==> config.mk <==
export PLATFORM = sky130hd
export DESIGN_NAME = aidan_mcnay_prime_feeder
export DESIGN_NICKNAME = d
export VERILOG_FILES = /design/src/rtl/aidan_mcnay_prime_feeder.sv
export SDC_FILE = /design/constraint.sdc
export NUM_CORES = 1
export LEC_CHECK = 0
export CORE_UTILIZATION = 55
export DETAILED_ROUTE_END_ITERATION = 10
export PLACE_DENSITY = 0.84
export SYNTH_ARGS = -nofsm -noshare
export SYNTH_HDL_FRONTEND = slang
export SYNTH_SLANG_ARGS = --single-unit
==> constraint.sdc <==
create_clock -name clk -period 5.7 [get_ports clk]
set_clock_uncertainty 0.1 [all_clocks]
set_input_delay 1.71 -clock clk [delete_from_list [all_inputs] [get_ports clk]]
set_output_delay 1.71 -clock clk [all_outputs]
set_load 0.01 [all_outputs]
Fig. 1: run 1, clock routing
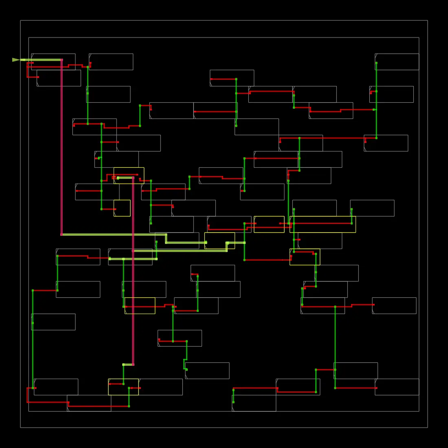
Sink Count: 53
clock buffer count: 6

Fig. 2: run 1, logic cells by family
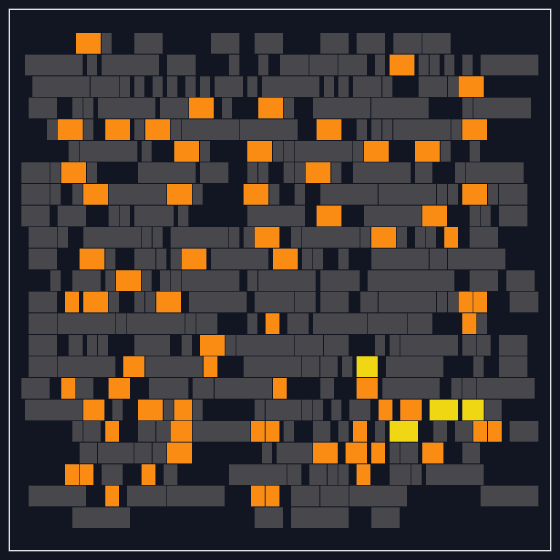
- non-inverting ao/oa cells: yellow (cells 4; where lower right)
- aoi and oai cells: orange (cells 67; where widely spread)
most numerous logic cell after layout: nand2_1
Comb/total area: 41.3%
Non-Filler Instances: 385

Fig. 3: run 1, routed metal, one colour a layer
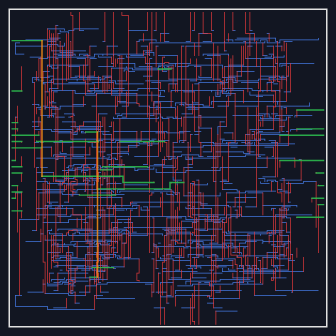
- M1: blue (wire length 2410 um)
- M2: red (wire length 2400 um)
- M3: green (wire length 178 um)
- M4: orange (wire length 60.5 um)
global-route usage over all layers: 23.4%
Total Wirelength: 5050 um
WL/cell: 13.1 um
vias: 2230

==> impl_metrics.csv, run 1 <==
group,metric,value,unit
critical_path,critPathCaptureType,"primary output",
power_and_ir_drop,total_power,0.823,mW
power_and_ir_drop,power.switching,0.214,mW
grt,grt_pass1_wl,8250,um
floorplanning,dieArea,4640,um^2
outcome,status,"finished clean",
grt,grt_max_degree,52,
floorplanning,io-pin-count,46,
cts,clockBufferDepth,2,
floorplanning,rows,23,
critical_path,r2r_setup_slack,3.58,ns
cts,cts_tree,"done",
cells_and_area,layout-drive-gt1-share,5.37,%
timing,finalCritPeriodShare,78.3,%
placed_design,place_congestion,0.785,
cts,cts-buffers-inserted,5,
synth,top_cell,"nand2_1",
critical_path,worstPathRequired,3.89,ns
critical_path,cp.buffers_inverters,2,
drt,drt_iter0_drc,146,
power_and_ir_drop,peakVddDrop,0.208,mV
cells_and_area,antenna_cells,0,
critical_path,worstSetupPathType,"primary input to primary output",
critical_path,ff2ff_path_depth,6,
floorplanning,die_y,68.1,um
[run 1: worst min-delay path, stage by stage (launching register included)]
cell,delay (ns)
dfxtp_1,0.31
nand2_1,0.06
a21oi_1,0.05
[run 1: cell families (layout without fill, tap and decap cells)]
logic type / count (synthesis) / in the layout / share of synthesized area, %
flip-flops: 53 / 53 / 44.1
AND/OR/NAND/NOR: 145 / 145 / 26.1
multiplexers: 1 / 1 / 0.416
XOR/XNOR: 1 / 1 / 0.364
other: 1 / 1 / 0.156
adder cells (fa/ha/maj): 3 / 3 / 1.56
AND-OR/OR-AND: 71 / 71 / 21.6
buffers and inverters: 31 / 60 / 5.77
[run 1: layout by cell type, fill, tap and decap left out, types with 3 or more instances in the layout]
master / synthesis / final
a21oi_1: 14 / 14
a311oi_1: 31 / 31
and3_1: 4 / 4
buf_4: 2 / 5
clkbuf_8: 0 / 6
clkdlybuf4s50_1: 0 / 43
dfxtp_1: 53 / 53
ha_1: 3 / 3
inv_1: 3 / 3
nand2_1: 74 / 74
nand3_1: 5 / 5
nor2_1: 40 / 40
nor2b_1: 6 / 6
nor3_1: 5 / 4
o21ai_0: 10 / 10
o31ai_1: 3 / 3
[run 1: routing by layer]
layer | part of all wire (%) | up-vias | GRT usage, %
li1 | - | 1128 | -
met1 | 48 | 1054 | 31.0
met2 | 48 | 43 | 38.5
met3 | 3.5 | 5 | 4.00
met4 | 1.2 | 0 | 7.03
met5 | 0 | - | 0
[run 1: through the flow]
stage | hold slack, ns | utilization, %
after CTS | 0.353 | 72.1
final | 0.357 | 72.1
after floorplan | 0.314 | -
after global routing | 0.372 | 72.1
after detailed placement | 0.330 | 69.1
after global placement | 0.321 | 69.1
[run 1: power by group through the flow]
stage / logic, mW / clock network, mW / registers [mW]
floorplan: 0.0920 / 0 / 0.422
global placement: 0.131 / 0 / 0.429
detailed placement: 0.135 / 0 / 0.430
CTS: 0.136 / 0.269 / 0.422
global route: 0.151 / 0.287 / 0.426
finish: 0.135 / 0.266 / 0.422
[run 1: layout make-up]
cell class              instances  share of cell area [%]
repair buffers                 49                    16.1
inverters                       3                   0.382
flip-flops and latches         53                    36.0
clock buffers                   6                    2.80
well taps                      50                    2.12
clock inverters                 2                    1.27
multi-input cells             222                    41.3
Fig. 4: run 1, clock network drawn from the DEF
Scale bar: 20 um.
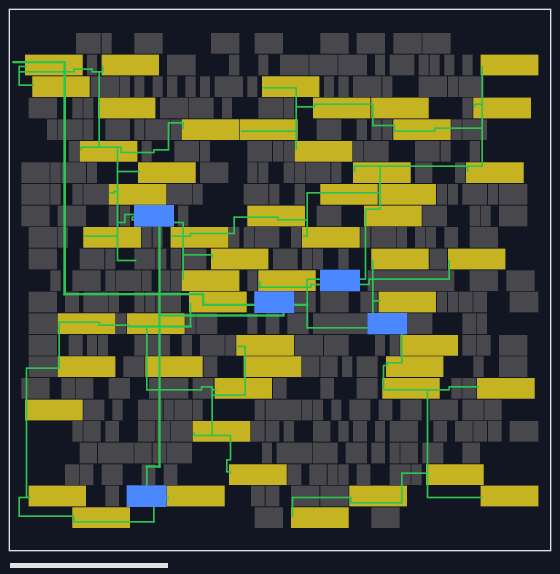

## Run 2: what changed since run 1
CORE_UTILIZATION = 46   (was 55)
PLACE_DENSITY = 0.75   (was 0.84)
clock period = 3.7 ns   (was 5.7 ns; I/O delays follow)
Fig. 5: run 2, clock network drawn from the DEF
Scale bar: 20 um.
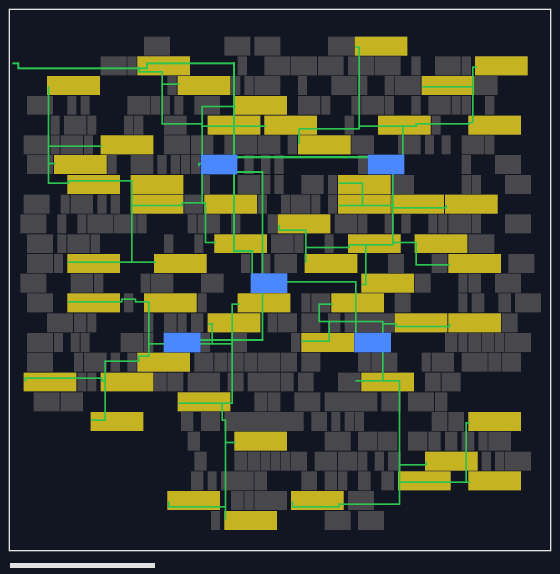
- clock wires: green (length 619 um)
- flip-flops: yellow (count 53)
- clock-net drivers: blue (count 5)
- flops lie: widely spread
- routed clock nets: 6
clock power share: 31.3%
Late-Pin Clk Latency: 0.30 ns
clock group total power: 0.391 mW

Fig. 6: run 2, logic cells by family
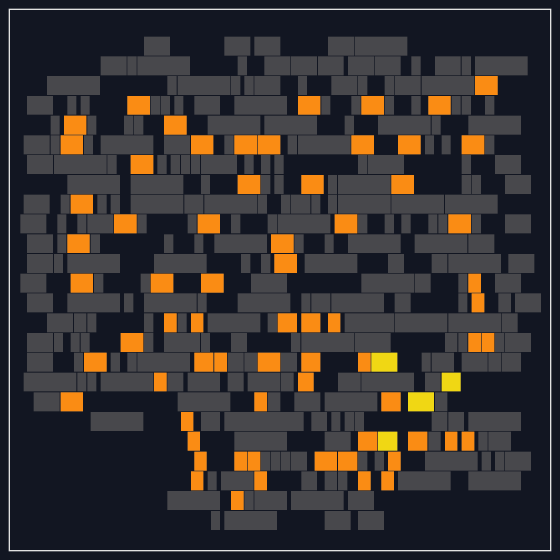
Comb/total area: 41.1%
Non-Filler Instances: 401

==> run 2 against run 1 <==
Effect of this change:
- sequential cell count unchanged
- worst setup slack got worse by 0.69 ns
- global-route usage decreased by 4.8 points
- core utilization decreased by 11 points
- critical path type unchanged
- count of clock-buffer cells in the layout unchanged
- area after synthesis unchanged
- combinational power increased by 54%
- power increased by 52%
- die size increased by 19%
- synthesized cell count unchanged
- sequential power increased by 54%
- clock power increased by 47%
==> impl_metrics.csv, run 2 <==
group,metric,value,unit
cts,post_cts_resized,0,
synth,synth.distinct_cells,37,
outcome,status,"finished clean",
cells_and_area,antenna_cells,0,
placed_design,placed_area,2850,um^2
cells_and_area,final_area,2960,um^2
critical_path,cp.buffers_inverters,2,
critical_path,r2r_setup_slack,1.24,ns
critical_path,worstPathRequired,2.49,ns
grt,grt_max_degree,69,
timing,fin_hold_ws,0.343,ns
drt,wl_per_cell,12.3,um
cells_and_area,layout_top_cell,"nand2_1",
timing,setup_slack,0.542,ns
cts,clock-sinks,53,
flow_run,maxCapViolations,0,
placed_design,place_congestion,0.809,
power_and_ir_drop,power.switching,0.325,mW
cells_and_area,most-common-layout-cells,"74 x nand2_1, 53 x dfxtp_1, 43 x clkdlybuf4s50_1",
grt,grt_use_total,18.5,%
placed_design,port_buffers,44,
synth,yosysCellCount,306,
critical_path,critPathCaptureType,"primary output",
drt,num_vias,2173,
cts,cts_tree,"done",
floorplanning,die_y,74.3,um
power_and_ir_drop,peakVddDrop,0.193,mV
critical_path,worstSetupPathType,"primary input to primary output",
timing,finalCritPeriodShare,85.3,%
critical_path,ff2ff_path_depth,4,
floorplanning,io-pin-count,46,
floorplanning,dieArea,5520,um^2
power_and_ir_drop,total_power,1.25,mW
placed_design,place_ws,0.532,ns
grt,grt_pass1_wl,7940,um
cells_and_area,fin_util,60.7,%
synth,top_cell,"nand2_1",
cells_and_area,layout-drive-gt1-share,4.79,%
Fig. 7: run 2, clock routing
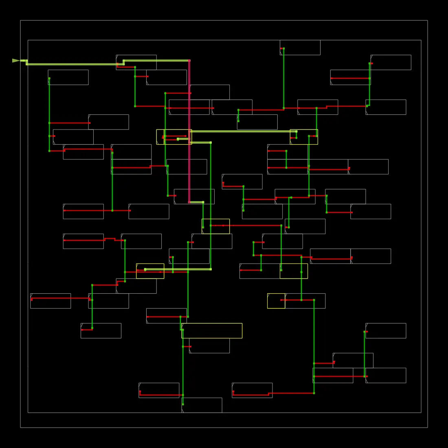
total CTS buffers: 5
flip-flops: 53

run 2: cell counts after synthesis:
Identical to the previous run, type by type.
run 2: per-layer routing:
metal | track usage, % | vias to the layer above | share of wire [%]
li1 | - | 1124 | -
met1 | 24.0 | 996 | 49
met2 | 30.7 | 51 | 46
met3 | 5.28 | 2 | 3.9
met4 | 4.40 | 0 | 0.51
met5 | 0 | - | 0
run 2: worst min-delay path, delay by kind of cell, from the launching register on:
kind | cells | cell delay (ns)
flops | 1 | 0.31
simple gates | 1 | 0.05
compound gates | 1 | 0.05
run 2: area by class of cell:
class / instances / area, um^2
clock buffers: 6 / 72.6
clock inverters: 2 / 38.8
fillers: 466 / 1920
inverters: 3 / 11.3
multi-input cells: 222 / 1220
flip-flops and latches: 53 / 1060
well taps: 67 / 83.8
repair buffers: 48 / 478
run 2: power by group through the flow:
stage / clock (mW) / sequential, mW / combinational (mW)
final: 0.391 / 0.650 / 0.208
after global routing: 0.428 / 0.656 / 0.233
after floorplan: 0 / 0.651 / 0.142
after global placement: 0 / 0.662 / 0.205
after CTS: 0.403 / 0.650 / 0.209
after detailed placement: 0 / 0.663 / 0.208
run 2: cell families after synthesis:
| group | after synthesis | share of synthesized area, % |
|---|---|---|
| AND-OR/OR-AND | 71 | 21.6 |
| XOR/XNOR | 1 | 0.364 |
| adder cells (fa/ha/maj) | 3 | 1.56 |
| buffers and inverters | 31 | 5.77 |
| flip-flops | 53 | 44.1 |
| multiplexers | 1 | 0.416 |
| other | 1 | 0.156 |
| AND/OR/NAND/NOR | 145 | 26.1 |
Power is estimated from default activity; no workload was simulated.
